layers.png
Only two layers are drawn.
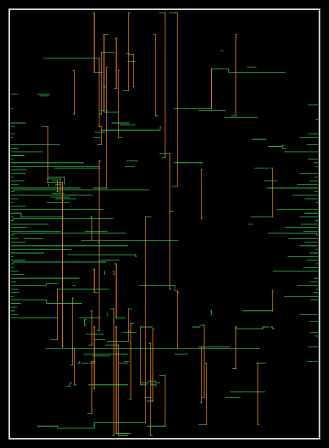
m4.png
Scale bar: 20 microns.
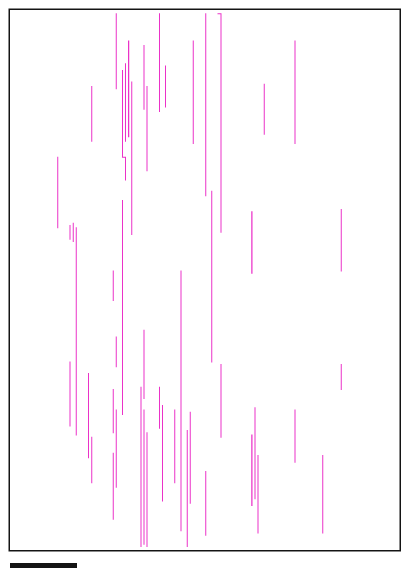
==> config.mk <==
export PLATFORM = sky130hd
export DESIGN_NAME = ysyx_22040125_if_id_skid_flat
export DESIGN_NICKNAME = d
export VERILOG_FILES = /design/src/rtl/ysyx_22040125_if_id_skid_if.sv /design/src/rtl/ysyx_22040125_if_id_skid.sv /design/src/flat_wrapper.sv
export SDC_FILE = /design/constraint.sdc
export NUM_CORES = 1
export LEC_CHECK = 0
export CORE_ASPECT_RATIO = 1.4
export CORE_MARGIN = 2
export CORE_UTILIZATION = 49
export DETAILED_ROUTE_END_ITERATION = 16
export GPL_TIMING_DRIVEN = 0
export PLACE_DENSITY = 0.8
export SETUP_SLACK_MARGIN = 0.4
export SLEW_MARGIN = 15
export SYNTH_ARGS = -nofsm -noshare
export SYNTH_HDL_FRONTEND = slang
export SYNTH_SLANG_ARGS = --single-unit
==> constraint.sdc <==
create_clock -name clk -period 2.1 [get_ports clk]
set_clock_uncertainty 0.15 [all_clocks]
set_input_delay 0.315 -clock clk [delete_from_list [all_inputs] [get_ports clk]]
set_output_delay 0.315 -clock clk [all_outputs]
set_load 0.02 [all_outputs]
==> src/rtl/ysyx_22040125_if_id_skid_if.sv <==
`default_nettype none
// ============================================================================
// Module      : ysyx_22040125_if_id_skid_if
// Description : Fetch-to-decode handshake bundle for the IF/ID skid register.
//               The master side is the environment (fetch + decode); the slave
//               side is the skid register itself.
// Revision    : 1.0 - initial release
// ============================================================================
interface ysyx_22040125_if_id_skid_if #(
    parameter int XLEN  = 64,
    parameter int ILEN  = 32,
    parameter int CNT_W = 16
);
    logic             flush;
    logic             in_valid;
    logic             in_ready;
    logic [ILEN-1:0]  in_inst;
    logic [XLEN-1:0]  in_pc;
    logic             out_valid;
    logic             out_ready;
    logic [ILEN-1:0]  out_inst;
    logic [XLEN-1:0]  out_pc;
    logic [1:0]       occupancy;
    logic [CNT_W-1:0] stall_cycles;

    modport master (
        output flush, in_valid, in_inst, in_pc, out_ready,
        input  in_ready, out_valid, out_inst, out_pc, occupancy, stall_cycles
    );

    modport slave (
        input  flush, in_valid, in_inst, in_pc, out_ready,
        output in_ready, out_valid, out_inst, out_pc, occupancy, stall_cycles
    );
endinterface
`default_nettype wire

==> src/rtl/ysyx_22040125_if_id_skid.sv <==
`default_nettype none
// ============================================================================
// Module      : ysyx_22040125_if_id_skid
// Description : IF/ID boundary register with valid/ready handshake and a
//               two-entry (main + skid) buffer. in_ready depends only on
//               registered state and flush, so decode back-pressure never
//               reaches fetch combinationally. Keeps a saturating count of
//               decode-stall cycles.
// Revision    : 1.0 - initial release
// ============================================================================
module ysyx_22040125_if_id_skid #(
    parameter int              XLEN     = 64,
    parameter int              ILEN     = 32,
    parameter logic [ILEN-1:0] NOP_INST = 32'h00000013,
    parameter logic [XLEN-1:0] RESET_PC = '0,
    parameter int              CNT_W    = 16
) (
    input  wire                          clk,
    input  wire                          rst,
    ysyx_22040125_if_id_skid_if.slave    bus
);
    localparam logic [CNT_W-1:0] c_CNT_MAX = '1;

    logic             r_m_valid;
    logic [ILEN-1:0]  r_m_inst;
    logic [XLEN-1:0]  r_m_pc;
    logic             r_s_valid;
    logic [ILEN-1:0]  r_s_inst;
    logic [XLEN-1:0]  r_s_pc;
    logic [CNT_W-1:0] r_stall_cnt;

    logic w_in_ready;
    logic w_in_fire;
    logic w_out_fire;
    logic w_main_takes_input;

    // Handshake qualifiers; the skid being full is what throttles fetch.
    assign w_in_ready = ~r_s_valid & ~bus.flush;
    assign w_in_fire  = bus.in_valid & w_in_ready;
    assign w_out_fire = r_m_valid & bus.out_ready;
    // Main is free for a new beat when empty, or when it drains with no skid behind it.
    assign w_main_takes_input = ~r_m_valid | (w_out_fire & ~r_s_valid);

    // Main/skid entries: reset, then flush, then data movement.
    always_ff @(posedge clk) begin
        if (!rst) begin
            r_m_valid <= 1'b0;
            r_m_inst  <= NOP_INST;
            r_m_pc    <= RESET_PC;
            r_s_valid <= 1'b0;
            r_s_inst  <= NOP_INST;
            r_s_pc    <= RESET_PC;
        end else if (bus.flush) begin
            // PCs are deliberately kept so out_pc stays stable after a squash.
            r_m_valid <= 1'b0;
            r_s_valid <= 1'b0;
        end else if (w_main_takes_input) begin
            r_m_valid <= w_in_fire;
            if (w_in_fire) begin
                r_m_inst <= bus.in_inst;
                r_m_pc   <= bus.in_pc;
            end
        end else if (w_out_fire) begin
            // Main drains while skid is full: promote skid (no input possible).
            r_m_inst  <= r_s_inst;
            r_m_pc    <= r_s_pc;
            r_s_valid <= 1'b0;
        end else if (w_in_fire) begin
            r_s_valid <= 1'b1;
            r_s_inst  <= bus.in_inst;
            r_s_pc    <= bus.in_pc;
        end
    end

    // Saturating stall counter; survives flush, cleared only by reset.
    always_ff @(posedge clk) begin
        if (!rst) begin
            r_stall_cnt <= '0;
        end else if (r_m_valid && !bus.out_ready && (r_stall_cnt != c_CNT_MAX)) begin
            r_stall_cnt <= r_stall_cnt + 1'b1;
        end
    end

    assign bus.in_ready     = w_in_ready;
    assign bus.out_valid    = r_m_valid;
    assign bus.out_inst     = r_m_valid ? r_m_inst : NOP_INST;
    assign bus.out_pc       = r_m_pc;
    assign bus.occupancy    = {1'b0, r_m_valid} + {1'b0, r_s_valid};
    assign bus.stall_cycles = r_stall_cnt;
endmodule
`default_nettype wire

==> src/flat_wrapper.sv <==
// flat-port wrapper written by rule: the top's interface ports become plain ports
module ysyx_22040125_if_id_skid_flat 
#(
    parameter int              XLEN     = 64,
    parameter int              ILEN     = 32,
    parameter logic [ILEN-1:0] NOP_INST = 32'h00000013,
    parameter logic [XLEN-1:0] RESET_PC = '0,
    parameter int              CNT_W    = 16
)
  (clk, rst, bus_flush, bus_in_valid, bus_in_inst, bus_in_pc, bus_out_ready, bus_in_ready, bus_out_valid, bus_out_inst, bus_out_pc, bus_occupancy, bus_stall_cycles);
  ysyx_22040125_if_id_skid_if #(.XLEN(XLEN), .ILEN(ILEN), .CNT_W(CNT_W)) bus_i ();
  input  wire clk;
  input  wire rst;
  input wire logic [$bits(bus_i.flush)-1:0] bus_flush;
  input wire logic [$bits(bus_i.in_valid)-1:0] bus_in_valid;
  input wire logic [$bits(bus_i.in_inst)-1:0] bus_in_inst;
  input wire logic [$bits(bus_i.in_pc)-1:0] bus_in_pc;
  input wire logic [$bits(bus_i.out_ready)-1:0] bus_out_ready;
  output wire logic [$bits(bus_i.in_ready)-1:0] bus_in_ready;
  output wire logic [$bits(bus_i.out_valid)-1:0] bus_out_valid;
  output wire logic [$bits(bus_i.out_inst)-1:0] bus_out_inst;
  output wire logic [$bits(bus_i.out_pc)-1:0] bus_out_pc;
  output wire logic [$bits(bus_i.occupancy)-1:0] bus_occupancy;
  output wire logic [$bits(bus_i.stall_cycles)-1:0] bus_stall_cycles;
  assign bus_i.flush = bus_flush;
  assign bus_i.in_valid = bus_in_valid;
  assign bus_i.in_inst = bus_in_inst;
  assign bus_i.in_pc = bus_in_pc;
  assign bus_i.out_ready = bus_out_ready;
  assign bus_in_ready = bus_i.in_ready;
  assign bus_out_valid = bus_i.out_valid;
  assign bus_out_inst = bus_i.out_inst;
  assign bus_out_pc = bus_i.out_pc;
  assign bus_occupancy = bus_i.occupancy;
  assign bus_stall_cycles = bus_i.stall_cycles;
  ysyx_22040125_if_id_skid #(.XLEN(XLEN), .ILEN(ILEN), .NOP_INST(NOP_INST), .RESET_PC(RESET_PC), .CNT_W(CNT_W)) u_core (.clk(clk), .rst(rst), .bus(bus_i));
endmodule
==> results.txt <==
Observations from the implementation run.

Setup path:
- According to the timing report, the critical path is captured at u_core.bus.out_pc[31].
- The run gives the reg-to-reg startpoint as u_core.bus.out_valid.
- Among all stages on the critical path, the largest delay is contributed by clkdlybuf4s50_1.
- Listed in order, past its start point the critical path passes clkdlybuf4s50_1, nor2b_1, buf_4, nor3_4, buf_6, buf_16, buf_6, buf_8, nor2_1, a211oi_1.
- The run gives the sum of buffers and inverters on the critical path as 6.
- Per STA, the startpoint of the critical path is bus_out_ready.
- The run puts the worst endpoint required time at 2.34 ns.
- Max fanout on the critical path was recorded as 5.

Pwr:
- The run puts the overall power at 9.25 mW.
- The run puts the worst IR drop on VDD at 0.641 mV.
- The run puts the static power due to leakage at 5.94 nW.
- The run puts the total clock network power at 3.49 mW.
- The run puts the power share of the combinational group at 16.6%.
- Per report_power, the Combinational row totals 1.54 mW.

Cells and area:
- The run gives the non-clock buffer area fraction after layout as 29.4%.
- The run puts the area of all sequential standard cells at 0.00423 sq mm.
- The run gives the number of inserted diodes as 1.
- The run gives the core utilization of the finished layout as 82.7%.
- The run gives the area-dominant cell class after layout as logic gates.
- After routing the design area is 0.0143 sq mm.
- The run gives the layout filler cell count as 992.
- The most common logic cells in the final layout are dfxtp_1, nand2_1, clkdlybuf4s50_1.

Yosys:
- The run gives the proportion of netlist area held by the largest area contributor as 48.6%.
- By area the synthesized netlist is led by dfxtp_1, mux2i_1, nand2_1.
- The run puts the cell count after synthesis at 992.
- In the Yosys report the total cell count is 992.
- The post-synth register bit count is 210.
- Synthesis produced a netlist with a net count of 1095.
- After Yosys synthesis, full adders, half adders and majority gates account for 0.289% of the synthesized area.
- The most frequently used library cell after synthesis is dfxtp_1.
- The run gives the most common flop cell mapped by yosys as dfxtp_1.

Detailed routing:
- The run puts the average via count per standard cell at 5.58.

Floorplanning:
- The run puts the floorplan-stage core utilization at 49.9%.
- The run gives the floorplan die area as 0.0188 sq mm.

Status:
- The flow ran to the end, and the final reports show no timing, DRC or antenna violations.

Clocking:
- CTS saw 210 sinks.
- The run puts the number of buffers inserted for hold repair after clock tree synthesis at 0.
- The run puts the post-CTS setup-driven buffer insertion count at 33.
- The report lists the number of cells resized after CTS as 505.

Worst hold path:
- For the worst min-delay path, the startpoint reported by OpenROAD is bus_in_valid.
- Checking hold timing, the worst path is listed with class input pin to register.

STA:
- The run puts the relative max-transition margin at 58.8%.
- In the post-route analysis, the smallest setup slack over all paths is 0.0659 ns.
- Summed over all failing endpoints, the final setup total negative slack is 0 ns.

Placed design:
- The run gives the worst setup slack before clock tree synthesis as -0.595 ns.
- The run puts the final estimated routing congestion in global placement at 0.852.
- The run puts the standard cell area after detailed placement at 0.0111 sq mm.

Flow run:
- The run gives the max capacitance violation total as 0.

Global routing:
- The run gives the number of global-route vias before repair as 7969.
About layers.png:
Orange stands for M4, wire length 1330 microns. Green stands for M3, wire length 1740 microns.
total global-route track usage: 27.2%
post-detailed-routing wire length: 30400 microns
routed wirelength normalized by instance count: 19.5 microns
overall via count from detail_route: 8678

About m4.png:
The layer holds 4.4% of the routed length. The longest straight run is 77.5 microns.

Power is estimated from default activity; no workload was simulated.
